Figure 1. Sizing map.
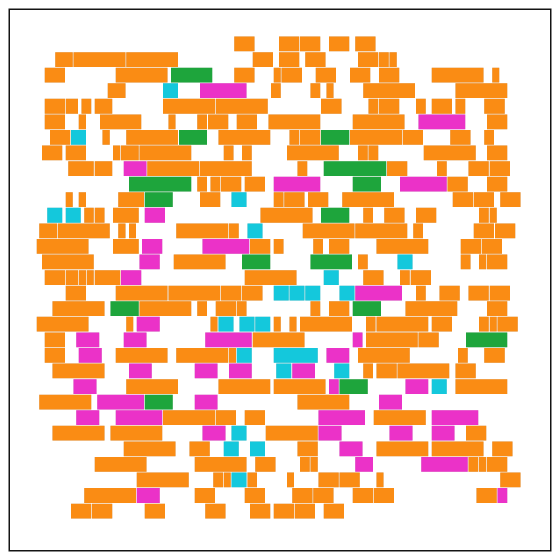
Figure 2. Clock nets.
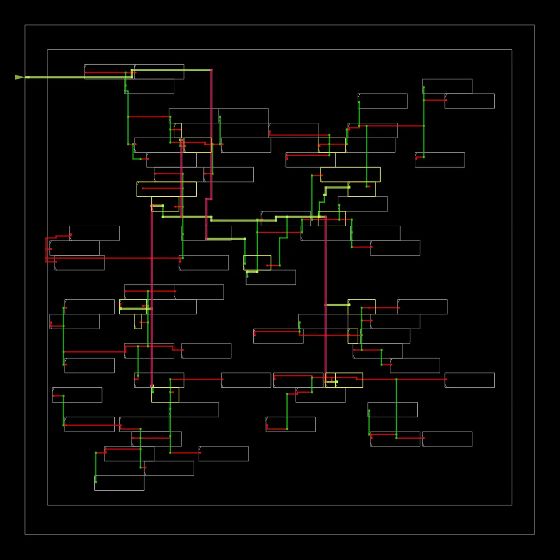
Figure 3. Cell classes on the final placement.
Bar = 20 um. Fill, decap, tap and diode cells in grey.
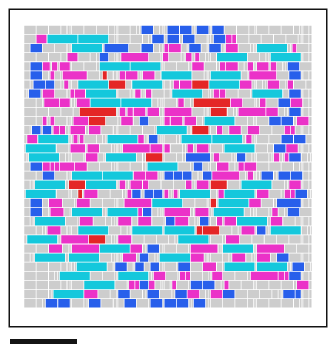
Figure 4. Logic cells by family.
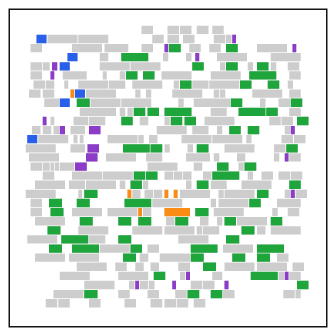
==> config.mk <==
export PLATFORM = sky130hd
export DESIGN_NAME = neuron_result_collector
export DESIGN_NICKNAME = d
export VERILOG_FILES = /design/src/rtl/neuron_result_collector.sv
export SDC_FILE = /design/constraint.sdc
export NUM_CORES = 1
export LEC_CHECK = 0
export ABC_CLOCK_PERIOD_IN_PS = 2900
export CAP_MARGIN = 30
export CELL_PAD_IN_SITES_DETAIL_PLACEMENT = 0
export CELL_PAD_IN_SITES_GLOBAL_PLACEMENT = 1
export CORE_MARGIN = 4
export CORE_UTILIZATION = 42
export DETAILED_ROUTE_END_ITERATION = 16
export PLACE_DENSITY_LB_ADDON = 0.1
export SETUP_SLACK_MARGIN = 0.02
export SLEW_MARGIN = 5
export SYNTH_ARGS = -nofsm -noshare
export SYNTH_HDL_FRONTEND = slang
export SYNTH_SLANG_ARGS = --single-unit
==> constraint.sdc <==
create_clock -name Clock -period 2.9 [get_ports Clock]
set_input_delay 0.725 -clock Clock [delete_from_list [all_inputs] [get_ports Clock]]
set_output_delay 0.725 -clock Clock [all_outputs]
set_load 0.02 [all_outputs]
==> run_summary.xml <==
<?xml version="1.0" encoding="UTF-8"?>
<metrics>
  <group name="pwr">
    <metric name="peak_ir_drop_on_the_vdd_network" unit="V">0.0004552</metric>
    <metric name="leakage_power_figure" unit="nW">1.956</metric>
  </group>
  <group name="final_timing">
    <metric name="timing.max_slew.rel_slack" unit="%">54.06</metric>
    <metric name="grt_setup_unrepaired" unit="">no</metric>
    <metric name="period_minus_slack" unit="ns">2.701</metric>
    <metric name="worst_pin_slew" unit="ns">0.6891</metric>
  </group>
  <group name="grt">
    <metric name="globalRouteTotalUtil" unit="%">17.65</metric>
    <metric name="antenna_found_initial" unit="">0</metric>
  </group>
  <group name="clock_tree">
    <metric name="clock_tree_from_tritoncts" unit="">built</metric>
    <metric name="post_cts_repair_timing_setup_buffer_count" unit="">0</metric>
  </group>
  <group name="synth">
    <metric name="yosysTopAreaCellShare" unit="%">49.56</metric>
    <metric name="area_leaders" unit="">sky130_fd_sc_hd__dfrtp_1 50%, sky130_fd_sc_hd__mux2i_1 13%, sky130_fd_sc_hd__mux4_2 8.6%</metric>
    <metric name="synth.yosys.chip_area" unit="um2">3131</metric>
    <metric name="synth.yosys.warnings" unit="">0</metric>
  </group>
  <group name="worst_setup_path">
    <metric name="setup.worst_path.end_class" unit="">output port</metric>
    <metric name="critical_path_required" unit="ns">2.17</metric>
    <metric name="crit_slowest_cell" unit="">sky130_fd_sc_hd__clkdlybuf4s50_1</metric>
  </group>
  <group name="route">
    <metric name="detail_route.wl_per_cell" unit="um">16.90</metric>
    <metric name="drtIter0Drc" unit="">67</metric>
    <metric name="drt.antenna.violating_nets" unit="">0</metric>
    <metric name="route.detailed.vias_per_inst" unit="">5.099</metric>
    <metric name="vias" unit="">2157</metric>
  </group>
  <group name="floorplan">
    <metric name="die_x" unit="um">94.34</metric>
  </group>
  <group name="run_status">
    <metric name="status" unit="">completed</metric>
  </group>
  <group name="place">
    <metric name="place.port_buffers" unit="">59</metric>
  </group>
  <group name="run">
    <metric name="cap_viol_max_count" unit="">0</metric>
  </group>
</metrics>
Notes on Figure 1 above:
legend:
  drive 1 or less:
    colour: orange
    cells: 244
  drive 2:
    colour: magenta
    cells: 41
  drive 6 and up:
    colour: green
    cells: 15
  drive 3 to 4:
    colour: cyan
    cells: 24
smallest setup slack after layout: 0.1990 ns
final design area excluding fillers: 4148 um2

Notes on Figure 2 above:
Insertion Delay late pin: 0.33 ns
total number of sequential cells: 62
Clock net power: 0.824 mW

Notes on Figure 3 above:
legend:
  all other logic:
    colour: magenta
    cells: 161
    share_of_their_area: 36%
  other buffers and delay cells:
    colour: blue
    cells: 85
    share_of_their_area: 20%
  clock drivers and dummy loads:
    colour: red
    cells: 16
    share_of_their_area: 5.3%
  flops:
    colour: cyan
    cells: 62
    share_of_their_area: 39%
Layout Utilization: 57.18%
core footprint: 7253 um2
placement row count: 31
sequential share of cell area: 37.41%

Notes on Figure 4 above:
legend:
  XOR/XNOR gates:
    colour: blue
    cells: 6
    most_used: xnor2_1
    where: upper left
  NOR gates:
    colour: orange
    cells: 6
    most_used: nor2_1
    where: centre
  multiplexers:
    colour: green
    cells: 73
    most_used: mux2i_1
  NAND gates:
    colour: purple
    cells: 20
    most_used: nand2_1
    where: all over the die
most frequent logic cell in the layout: sky130_fd_sc_hd__dfrtp_1
logic share of the area: 34.15%
count of placed standard cells in the final layout, fillers left out: 423

## critical path, delay by kind of cell, from the launching register on
family | cells | cell delay, ns
buf+inv | 2 | 0.74
flops | 1 | 0.37
mux | 1 | 0.53
## cells in the mapped netlist, drive strengths merged
cell type and count:
o22ai 1, a21oi 28, dfrtp 62, mux4 12
nand3 6, nor4 1, xnor2 4, inv 6
nand2 14, mux2i 40, ha 5, xor2 2
or4b 1, mux2 21, o21ai 13, buf 11
nor2 5, clkbuf 2, fa 1, or3 1
## cell type report
type	instances	area [um2]
fill	655	3105
sequential	62	1551
multi-input combinational	155	1416
timing repair buffer	85	818.3
clock buffer	12	145.1
tap	99	123.9
clock inverter	4	70.07
inverter	6	22.52
## cells by family (layout without fill, tap and decap cells)
kind of cell,after synthesis,after routing,share of synthesized area [%]
multiplexers,73,73,28.98
flip-flops,62,62,49.56
AND-OR/OR-AND,42,42,6.874
AND/OR/NAND/NOR,28,28,5.076
buffers and inverters,19,107,5.196
adder cells (fa/ha/maj),6,6,2.638
XOR/XNOR,6,6,1.679
## metal layers
| layer | global-route usage (%) | wire length, um | share of wire [%] | vias to the layer above |
|---|---|---|---|---|
| met1 | 23.79 | 3125 | 44 | 1070 |
| li1 | - | - | - | 1027 |
| met4 | 6.498 | 110 | 1.5 | 0 |
| met3 | 3.108 | 338 | 4.7 | 10 |
| met5 | 0 | 0 | 0 | - |
| met2 | 28.66 | 3576 | 50 | 50 |
## power by group
group	switching (mW)	internal, mW	total, mW
clock network	0.318	0.505	0.824
logic	0.917	1.14	2.06
registers	0.226	1.25	1.48
total	1.46	2.90	4.37
## per-stage QoR
| stage | total power [mW] | hold WS, ns | area [um2] | TNS, ns | instances |
|---|---|---|---|---|---|
| global route | 4.673 | 0.3666 | 4148 | 0 | 423 |
| detailed placement | 3.594 | 0.3356 | 3933 | -0.02368 | 407 |
| CTS | 4.424 | 0.3516 | 4148 | 0 | 423 |
| global placement | 3.537 | 0.3328 | 3933 | 0 | 407 |
| finish | 4.366 | 0.3479 | 4148 | 0 | 423 |
| floorplan | 2.799 | 0.3312 | 3131 | 0 | 236 |
Power figures rest on the tool's default switching activity, not on a simulated workload.
